Fig. 1: run 1, the metal 3 layer
Scale: 4 px per micron.
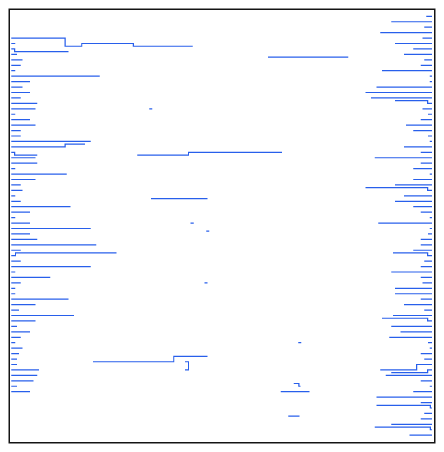
Fig. 2: run 1, selected gate families
Scale: 3 px per micron.
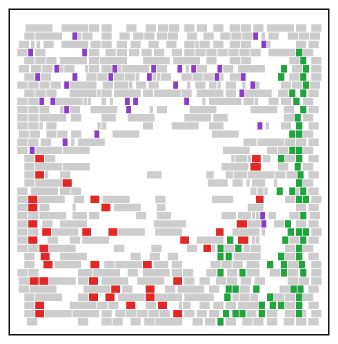
Fig. 3: run 1, routing congestion
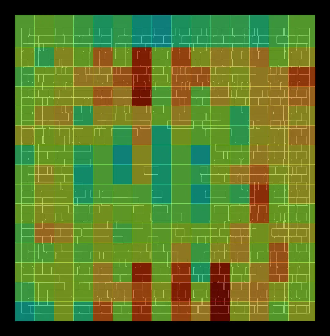
<file path="src/rtl/cpu_types_pkg.sv">
// Shared word, RAM-status and arbiter-state types for the cache-to-RAM arbiter,
// plus a counter-width helper used to size the streak and timeout counters.
package cpu_types_pkg;

  typedef logic [31:0] word_t;

  typedef enum logic [1:0] {
    FREE   = 2'd0,
    BUSY   = 2'd1,
    ACCESS = 2'd2,
    ERROR  = 2'd3
  } ramstate_t;

  typedef enum logic [1:0] {
    IDLE = 2'd0,
    IGNT = 2'd1,
    DGNT = 2'd2
  } arb_state_t;

  // Load value returned to the owning cache when a grant is aborted.
  localparam word_t TIMEOUT_LOAD = 32'hBAD1BAD1;

  function automatic int unsigned cnt_width(input int unsigned max_val,
                                            input int unsigned min_w);
    int unsigned w;
    w = $clog2(max_val + 1);
    return (w < min_w) ? min_w : w;
  endfunction

endpackage

</file>
<file path="src/rtl/arb_prio_sel.sv">
// Next-grant selection: dcache wins unless the icache has waited through a full
// dcache streak, in which case the icache is forced through.
module arb_prio_sel
  import cpu_types_pkg::*;
#(
  parameter int unsigned DSTREAK_MAX = 4,
  parameter int unsigned SW          = cnt_width(DSTREAK_MAX, 1)
) (
  input  logic          i_dren,
  input  logic          i_dwen,
  input  logic          i_iren,
  input  logic [SW-1:0] i_streak,
  output arb_state_t    o_next
);

  localparam logic [SW-1:0] STREAK_LIM = SW'(DSTREAK_MAX);

  logic w_dreq;
  logic w_force_i;

  assign w_dreq    = i_dren | i_dwen;
  assign w_force_i = i_iren && (i_streak == STREAK_LIM);

  // NOTE: o_next gets a default before any branch so no path leaves it unassigned (no latch).
  always_comb begin
    o_next = IDLE;
    if (w_dreq && !w_force_i) begin
      o_next = DGNT;
    end else if (i_iren) begin
      o_next = IGNT;
    end
  end

endmodule

</file>
<file path="src/rtl/mem_arbiter.sv">
// Serialises icache fetches and dcache loads/stores onto one RAM port.
// Define MEM_ARBITER_TIMEOUT_EN to abort grants that never see RAM ACCESS.
module mem_arbiter
  import cpu_types_pkg::*;
#(
  parameter int unsigned DSTREAK_MAX    = 4,
  parameter int unsigned TIMEOUT_CYCLES = 64
) (
  input  logic       CLK,
  input  logic       RST,
  input  logic       iREN,
  input  word_t      iaddr,
  input  logic       dREN,
  input  logic       dWEN,
  input  word_t      daddr,
  input  word_t      dstore,
  output logic       iwait,
  output logic       dwait,
  output word_t      iload,
  output word_t      dload,
  output logic       ramREN,
  output logic       ramWEN,
  output word_t      ramaddr,
  output word_t      ramstore,
  input  word_t      ramload,
  input  logic [1:0] ramstate,
  output logic       timeout_err
);

  localparam int unsigned   SW         = cnt_width(DSTREAK_MAX, 1);
  localparam logic [SW-1:0] STREAK_LIM = SW'(DSTREAK_MAX);

  arb_state_t    r_state;
  arb_state_t    w_state_nxt;
  arb_state_t    w_arb_sel;
  word_t         r_addr;
  word_t         r_store;
  logic          r_wr;
  logic [SW-1:0] r_streak;
  logic          w_grant;
  logic          w_access;
  logic          w_error;
  logic          w_timeout;
  logic          w_done;

  arb_prio_sel #(
    .DSTREAK_MAX (DSTREAK_MAX),
    .SW          (SW)
  ) u_prio_sel (
    .i_dren   (dREN),
    .i_dwen   (dWEN),
    .i_iren   (iREN),
    .i_streak (r_streak),
    .o_next   (w_arb_sel)
  );

  assign w_grant  = (r_state != IDLE);
  assign w_access = w_grant && (ramstate == ACCESS);
  assign w_error  = w_grant && (ramstate == ERROR);
  assign w_done   = w_access || w_timeout;

  always_comb begin
    w_state_nxt = r_state;
    case (r_state)
      IDLE:       w_state_nxt = w_arb_sel;
      IGNT, DGNT: if (w_done || w_error) w_state_nxt = IDLE;
      default:    w_state_nxt = IDLE;
    endcase
  end

  // NOTE: sequential state uses non-blocking assignments so every register samples pre-edge values.
  always_ff @(posedge CLK or posedge RST) begin
    if (RST) begin
      r_state  <= IDLE;
      r_addr   <= '0;
      r_store  <= '0;
      r_wr     <= 1'b0;
      r_streak <= '0;
    end else begin
      r_state <= w_state_nxt;
      if (r_state == IDLE) begin
        case (w_arb_sel)
          DGNT: begin
            r_addr   <= daddr;
            r_store  <= dWEN ? dstore : '0;
            r_wr     <= dWEN;
            r_streak <= !iREN ? '0
                      : (r_streak == STREAK_LIM) ? r_streak : r_streak + 1'b1;
          end
          IGNT: begin
            r_addr   <= iaddr;
            r_store  <= '0;
            r_wr     <= 1'b0;
            r_streak <= '0;
          end
          default: ;
        endcase
      end
    end
  end

`ifdef MEM_ARBITER_TIMEOUT_EN
  localparam int unsigned TW = cnt_width(TIMEOUT_CYCLES, 8);

  logic [TW-1:0] r_tmo_cnt;

  always_ff @(posedge CLK or posedge RST) begin
    if (RST) begin
      r_tmo_cnt <= '0;
    end else if (!w_grant) begin
      r_tmo_cnt <= '0;
    end else if (!w_access) begin
      r_tmo_cnt <= r_tmo_cnt + 1'b1;
    end
  end

  assign w_timeout = w_grant && !w_access && (r_tmo_cnt == TW'(TIMEOUT_CYCLES));
`else
  // TIMEOUT_CYCLES stays on the interface so both builds share one instantiation.
  logic w_unused_tmo;
  assign w_unused_tmo = (TIMEOUT_CYCLES == 0);
  assign w_timeout    = 1'b0;
`endif

  assign ramREN      = (r_state == IGNT) || ((r_state == DGNT) && !r_wr);
  assign ramWEN      = (r_state == DGNT) && r_wr;
  assign ramaddr     = r_addr;
  assign ramstore    = r_store;
  assign timeout_err = w_timeout;

  assign iwait = !((r_state == IGNT) && w_done);
  assign dwait = !((r_state == DGNT) && w_done);

  assign iload = ((r_state == IGNT) && w_done) ? (w_access ? ramload : TIMEOUT_LOAD) : '0;
  assign dload = ((r_state == DGNT) && w_access && !r_wr) ? ramload
               : ((r_state == DGNT) && w_timeout)         ? TIMEOUT_LOAD
               : '0;

endmodule

</file>
<file path="config.mk">
export PLATFORM = sky130hd
export DESIGN_NAME = mem_arbiter
export DESIGN_NICKNAME = d
export VERILOG_FILES = /design/src/rtl/cpu_types_pkg.sv /design/src/rtl/arb_prio_sel.sv /design/src/rtl/mem_arbiter.sv
export SDC_FILE = /design/constraint.sdc
export NUM_CORES = 1
export LEC_CHECK = 0
export CAP_MARGIN = 40
export CORE_AREA = 2 2 104 106
export DETAILED_ROUTE_END_ITERATION = 16
export DIE_AREA = 0 0 106 108
export PLACE_DENSITY = 0.9
export SLEW_MARGIN = 15
export SYNTH_ARGS = -nofsm -noshare
export SYNTH_HDL_FRONTEND = slang
export SYNTH_HIERARCHICAL = 1
export SYNTH_SLANG_ARGS = --single-unit
</file>
<file path="constraint.sdc">
create_clock -name CLK -period 5.81 [get_ports CLK]
set_input_delay 1.162 -clock CLK [delete_from_list [all_inputs] [get_ports CLK]]
set_output_delay 1.162 -clock CLK [all_outputs]
set_load 0.01 [all_outputs]
</file>
==> impl_metrics.ini, run 1 <==
; yosys + openroad results
[floorplanning]
chipArea_sq_mm = 0.0114
ios = 268
die_w_microns = 106
num_rows = 37

[final_layout]
nets = 732
design_area_sq_mm = 0.00652
syn_to_final_growth_pct = 84.5
final_common_cell = clkdlybuf4s50_1

[flow_run]
tool_warnings = 30

[placement]
place_hpwl_microns = 9340
dp_cells = 715
port_buffers = 266
dpl_cell_area_sq_mm = 0.00630

[logic_synthesis]
syn_inst = 335
synth_flops = 70
avgSynthCellArea_sq_um = 10.5
fp_nets = 477
ys_area_sq_mm = 0.00353
ys_types = 31
synth_top_area_share_pct = 49.6

[timing]
max_freq_ghz = 0.208
finalMaxSlewViolations = 0
hold_ws_ps = 483
tns_ps = 0
setup_viol = 0
skew_ps = 6.36
worstMarginPinSlew_ps = 840
rsz0062_at_grt = no
hold_violations = 0

[grt]
grt_pass1_vias = 3557
grt_usage_pct = 20.4
grt_overflow = 0
antenna_found_initial = 0
grt_max_degree = 63

[routing]
drt_first_pass_iters = 4
vias = 3513
drc = 0

[clock_tree]
numCtsBuffers = 9
cts-root-buf = clkbuf_8
cts_hold_buf = 0
clock_path_buffers = 2
cts.sinks = 70
cts_setup_buffers = 0
cts.repair.resized = 0
worstSkewPairLatency_ps = 340

[setup_path]
startpoint_type = input port
cp.arrival_ps = 3660
critPathLaunch = ramstate[1]
rr_worst_depth = 8
worst-path-max-fanout = 35
ff2ff_setup_slack_ps = 3420

[hold_path]
worstHoldPathCells = 2

[status]
status = finished clean

[power]
leakage_nw = 2.80
Back to the opening pictures, Fig. 1:
150 nets have wire on it. The wires run mostly horizontal. The layer carries 1,020 microns of wire. The longest straight run is 25.1 microns.

Back to the opening pictures, Fig. 2:
and/or cells: drawn in green, cells 67, where a column on the right. non-inverting ao/oa cells: drawn in red, cells 39. aoi and oai cells: drawn in purple, cells 34.

Back to the opening pictures, Fig. 3:
M3 GR Usage: 6.57%
GR met2 Demand/Resource: 39.2%
GRT met1 Usage: 20.9%

## run 1: flip-flops by register name, summed over array words and instances, names as in the netlist
register / flops
r_state: 2
r_streak: 3
r_wr: 1
ramaddr: 32
ramstore: 32
## run 1: layout make-up
type,count,area [sq um]
well taps,136,170
multi-input cells,227,1600
repair buffers,272,2740
clock inverters,6,86.3
clock buffers,10,128
fillers,816,3720
flip-flops and latches,70,1750
inverters,10,37.5
## run 1: power by group
part / switching [mW] / internal [mW]
clock: 0.190 / 0.241
sequential: 0.138 / 0.725
combinational: 0.611 / 0.729
## run 1: critical path, cell delays in order
cell	delay (ps)
clkdlybuf4s50_1	500
nor3b_4	180
buf_4	300
and3_1	710
and2_1	230
clkdlybuf4s50_1	560
## run 1: metrics by stage
stage | util (%) | total power, mW
after detailed placement | 61.6 | 2.22
final | 63.7 | 2.63
after global placement | 61.1 | 2.15
after floorplan | - | 1.50
after CTS | 63.7 | 2.66
after global routing | 63.7 | 2.81
## run 1: cell families after synthesis
kind of cell               after synthesis  share of synthesized area (%)
adders and majority gates                7                           2.48
DFF                                     70                           49.6
AOI/OAI and AO/OA                       73                           14.5
muxes                                   34                           9.67
and+or+nand+nor                        112                           18.3
other                                    1                          0.106
buffers and inverters                   38                           5.32
## run 1: cells in the mapped netlist, drive strengths merged
cell type / count
dfrtp: 70
and2: 34
and3: 33
mux2i: 33
nand2: 33
o21ai: 33
a22o: 32
clkbuf: 15
buf: 13
inv: 10
ha: 7
nor3b: 4
nand2b: 3
a21o: 2
a32o: 2
nor2: 2
a211o: 1
a21oi: 1
a41o: 1
conb: 1
mux2: 1
nand3b: 1
nor2b: 1
nor4: 1
o21a: 1
## run 1: layer usage
layer  share of wire (%)  GRT usage [%]  vias to the layer above
li1                    -              -                     1682
met1                  36           20.9                     1659
met2                  55           39.2                      161
met3                 8.5           6.57                       11
met4                 1.0           6.95                        0
met5                   0              0                        -
## run 1: how the worst min path moves through the flow
stage,startpoint,to,slack [ps]
after floorplan,r_wr,r_wr,460
after global placement,ramaddr[5],ramaddr[5],460
after detailed placement,ramaddr[24],ramaddr[24],470
after CTS,ramaddr[24],ramaddr[24],490
after global routing,ramaddr[16],ramaddr[16],510
final,ramaddr[9],ramaddr[9],480
Fig. 4: run 1, cell classes on the final placement
Scale: 3 px per micron. Fill, decap, tap and diode cells in grey.
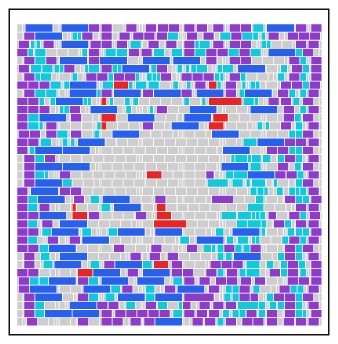

## Run 2: what changed since run 1
CORE_AREA = unset   (was 2 2 104 106)
CORE_ASPECT_RATIO = 0.8   (was unset)
CORE_UTILIZATION = 34   (was unset)
DIE_AREA = unset   (was 0 0 106 108)
PLACE_DENSITY = 0.89   (was 0.9)
clock period = 5.05 ns   (was 5.81 ns; I/O delays follow)
Fig. 5: run 2, cell classes on the final placement
Scale: 3 px per micron. Fill, decap, tap and diode cells in grey.
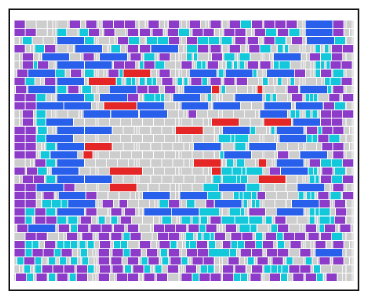
remaining buffers and delay cells: drawn in purple, cells 272, share of their area 42%. clock drivers and dummy loads: drawn in red, cells 16, share of their area 5.0%. sequential cells: drawn in blue, cells 70, share of their area 27%. combinational and other logic: drawn in cyan, cells 237, share of their area 25%.
Final Util: 67.0%
post-route cell area: 0.00660 sq mm
number of core rows: 32
core area: 0.00985 sq mm
Seq/total area: 26.5%

Fig. 6: run 2, the metal 3 layer
Scale: 4 px per micron.
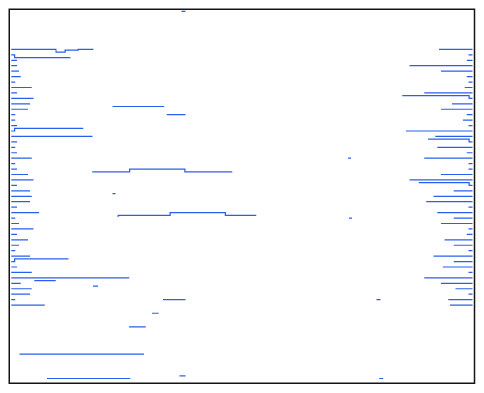
The layer carries 690 microns of wire. The longest straight run is 30.8 microns. The layer holds 5.9% of the routed length. The wires run mostly horizontal. 105 nets have wire on it.
via count: 3,411
WL final: 11,600 microns
M3 GR Usage: 5.57%

==> run 2 against run 1 <==
Design area is 1.3% higher. Flip-flop count stayed put. Critical endpoint is now dload[16]. Combinational power is about 10% higher. Area after synthesis stayed put. Routed wire length is 2.1% lower.
==> impl_metrics.ini, run 2 <==
; yosys + openroad results
[status]
status = finished clean

[grt]
antenna_found_initial = 0
grt_pass1_vias = 3549
grt_max_degree = 67
grt_usage_pct = 21.5

[timing]
max_freq_ghz = 0.237
setup_viol = 0
tns_ps = 0
hold_violations = 0
finalMaxSlewViolations = 0

[power]
switchingPower_mw = 1.08
leakage_nw = 2.84
p_clk_share_pct = 21.0
seqPwrFrac_pct = 31.3
intPower_mw = 2.10
p_comb_share_pct = 47.7

[flow_run]
tool_warnings = 30

[floorplanning]
chipArea_sq_mm = 0.0108
ios = 268
die_w_microns = 116

[logic_synthesis]
ys_types = 31
async_flop_share_pct = 100
fp_nets = 477
top_cell = dfrtp_1
avgSynthCellArea_sq_um = 10.5
ys_area_sq_mm = 0.00353
common_cells = dfrtp_1 (70), and2_1 (34)
edf_count = 0
syn_inst = 335

[clock_tree]
numCtsBuffers = 9
cts.sinks = 70
worstSkewPairLatency_ps = 330
cts.repair.resized = 0
cts_hold_buf = 0

[final_layout]
flop_area_sq_mm = 0.00175
fillCellCount = 783
final_common_cell = clkdlybuf4s50_1
logic_area_sq_mm = 0.00160

[setup_path]
critPathMaxStageDelay_ps = 700
rr_worst_depth = 8
slowest_stage = and3_1
path_common_cell = clkdlybuf4s50_1
ff2ff_setup_slack_ps = 2600
startpoint_type = input port

[routing]
drc = 0
drt_first_pass_iters = 4

[placement]
place_hpwl_microns = 9160
==> run 2: worst min path at each step <==
stage             endpoint  slack, ps   startpoint  cells after the start
2_1_floorplan         r_wr        460         r_wr                      1
5_1_grt        ramaddr[31]        510  ramaddr[31]                      2
4_1_cts        ramaddr[24]        480  ramaddr[24]                      2
6_report       ramaddr[24]        480  ramaddr[24]                      2
3_5_place_dp   ramaddr[24]        470  ramaddr[24]                      2
3_3_place_gp   ramaddr[14]        460  ramaddr[14]                      2
==> run 2: area by class of cell <==
class | instances | area share, %
Timing Repair Buffer | 272 | 41.1
Sequential cell | 70 | 26.5
Multi-Input combinational cell | 227 | 24.3
Clock buffer | 9 | 3.41
Tap cell | 136 | 2.58
Clock inverter | 7 | 1.48
Inverter | 10 | 0.569
==> run 2: kinds of logic (layout without fill, tap and decap cells) <==
group                    count (synthesis)  count (layout)  share of synthesized area, %
flip-flops                              70              70                          49.6
AND/OR/NAND/NOR                        112             112                          18.3
other                                    1               1                         0.106
AND-OR/OR-AND                           73              73                          14.5
multiplexers                            34              34                          9.67
adder cells (fa/ha/maj)                  7               7                          2.48
buffers and inverters                   38             298                          5.32
==> run 2: power groups by stage <==
stage / Clock (mW) / Combinational (mW) / Sequential [mW]
2_1_floorplan: 0 / 0.627 / 1.10
3_3_place_gp: 0 / 1.47 / 0.988
3_5_place_dp: 0 / 1.52 / 0.996
4_1_cts: 0.688 / 1.53 / 0.997
5_1_grt: 0.716 / 1.64 / 1.03
6_report: 0.666 / 1.51 / 0.994
==> run 2: stage by stage <==
| stage | std cells | cell area [sq um] | utilization, % | hold slack (ps) | total power [mW] |
|---|---|---|---|---|---|
| CTS | 730 | 6580 | 66.8 | 483 | 3.21 |
| detailed placement | 714 | 6260 | 63.6 | 470 | 2.52 |
| global placement | 714 | 6260 | 63.6 | 464 | 2.46 |
| finish | 731 | 6600 | 67.0 | 475 | 3.17 |
| global route | 731 | 6600 | 67.0 | 515 | 3.38 |
| floorplan | 335 | 3530 | - | 463 | 1.72 |
==> run 2: layer usage <==
layer | vias up | wire, microns | GRT usage, %
met2 | 119 | 5930 | 37.5
met5 | - | 0 | 0
met4 | 0 | 144 | 6.73
li1 | 1685 | - | -
met1 | 1593 | 4880 | 25.8
met3 | 14 | 690 | 5.57
==> run 2: critical path, delay by kind of cell <==
kind / cells / cell delay (ps)
simple gates: 3 / 1140
buf+inv: 2 / 1050
Power figures rest on the tool's default switching activity, not on a simulated workload.
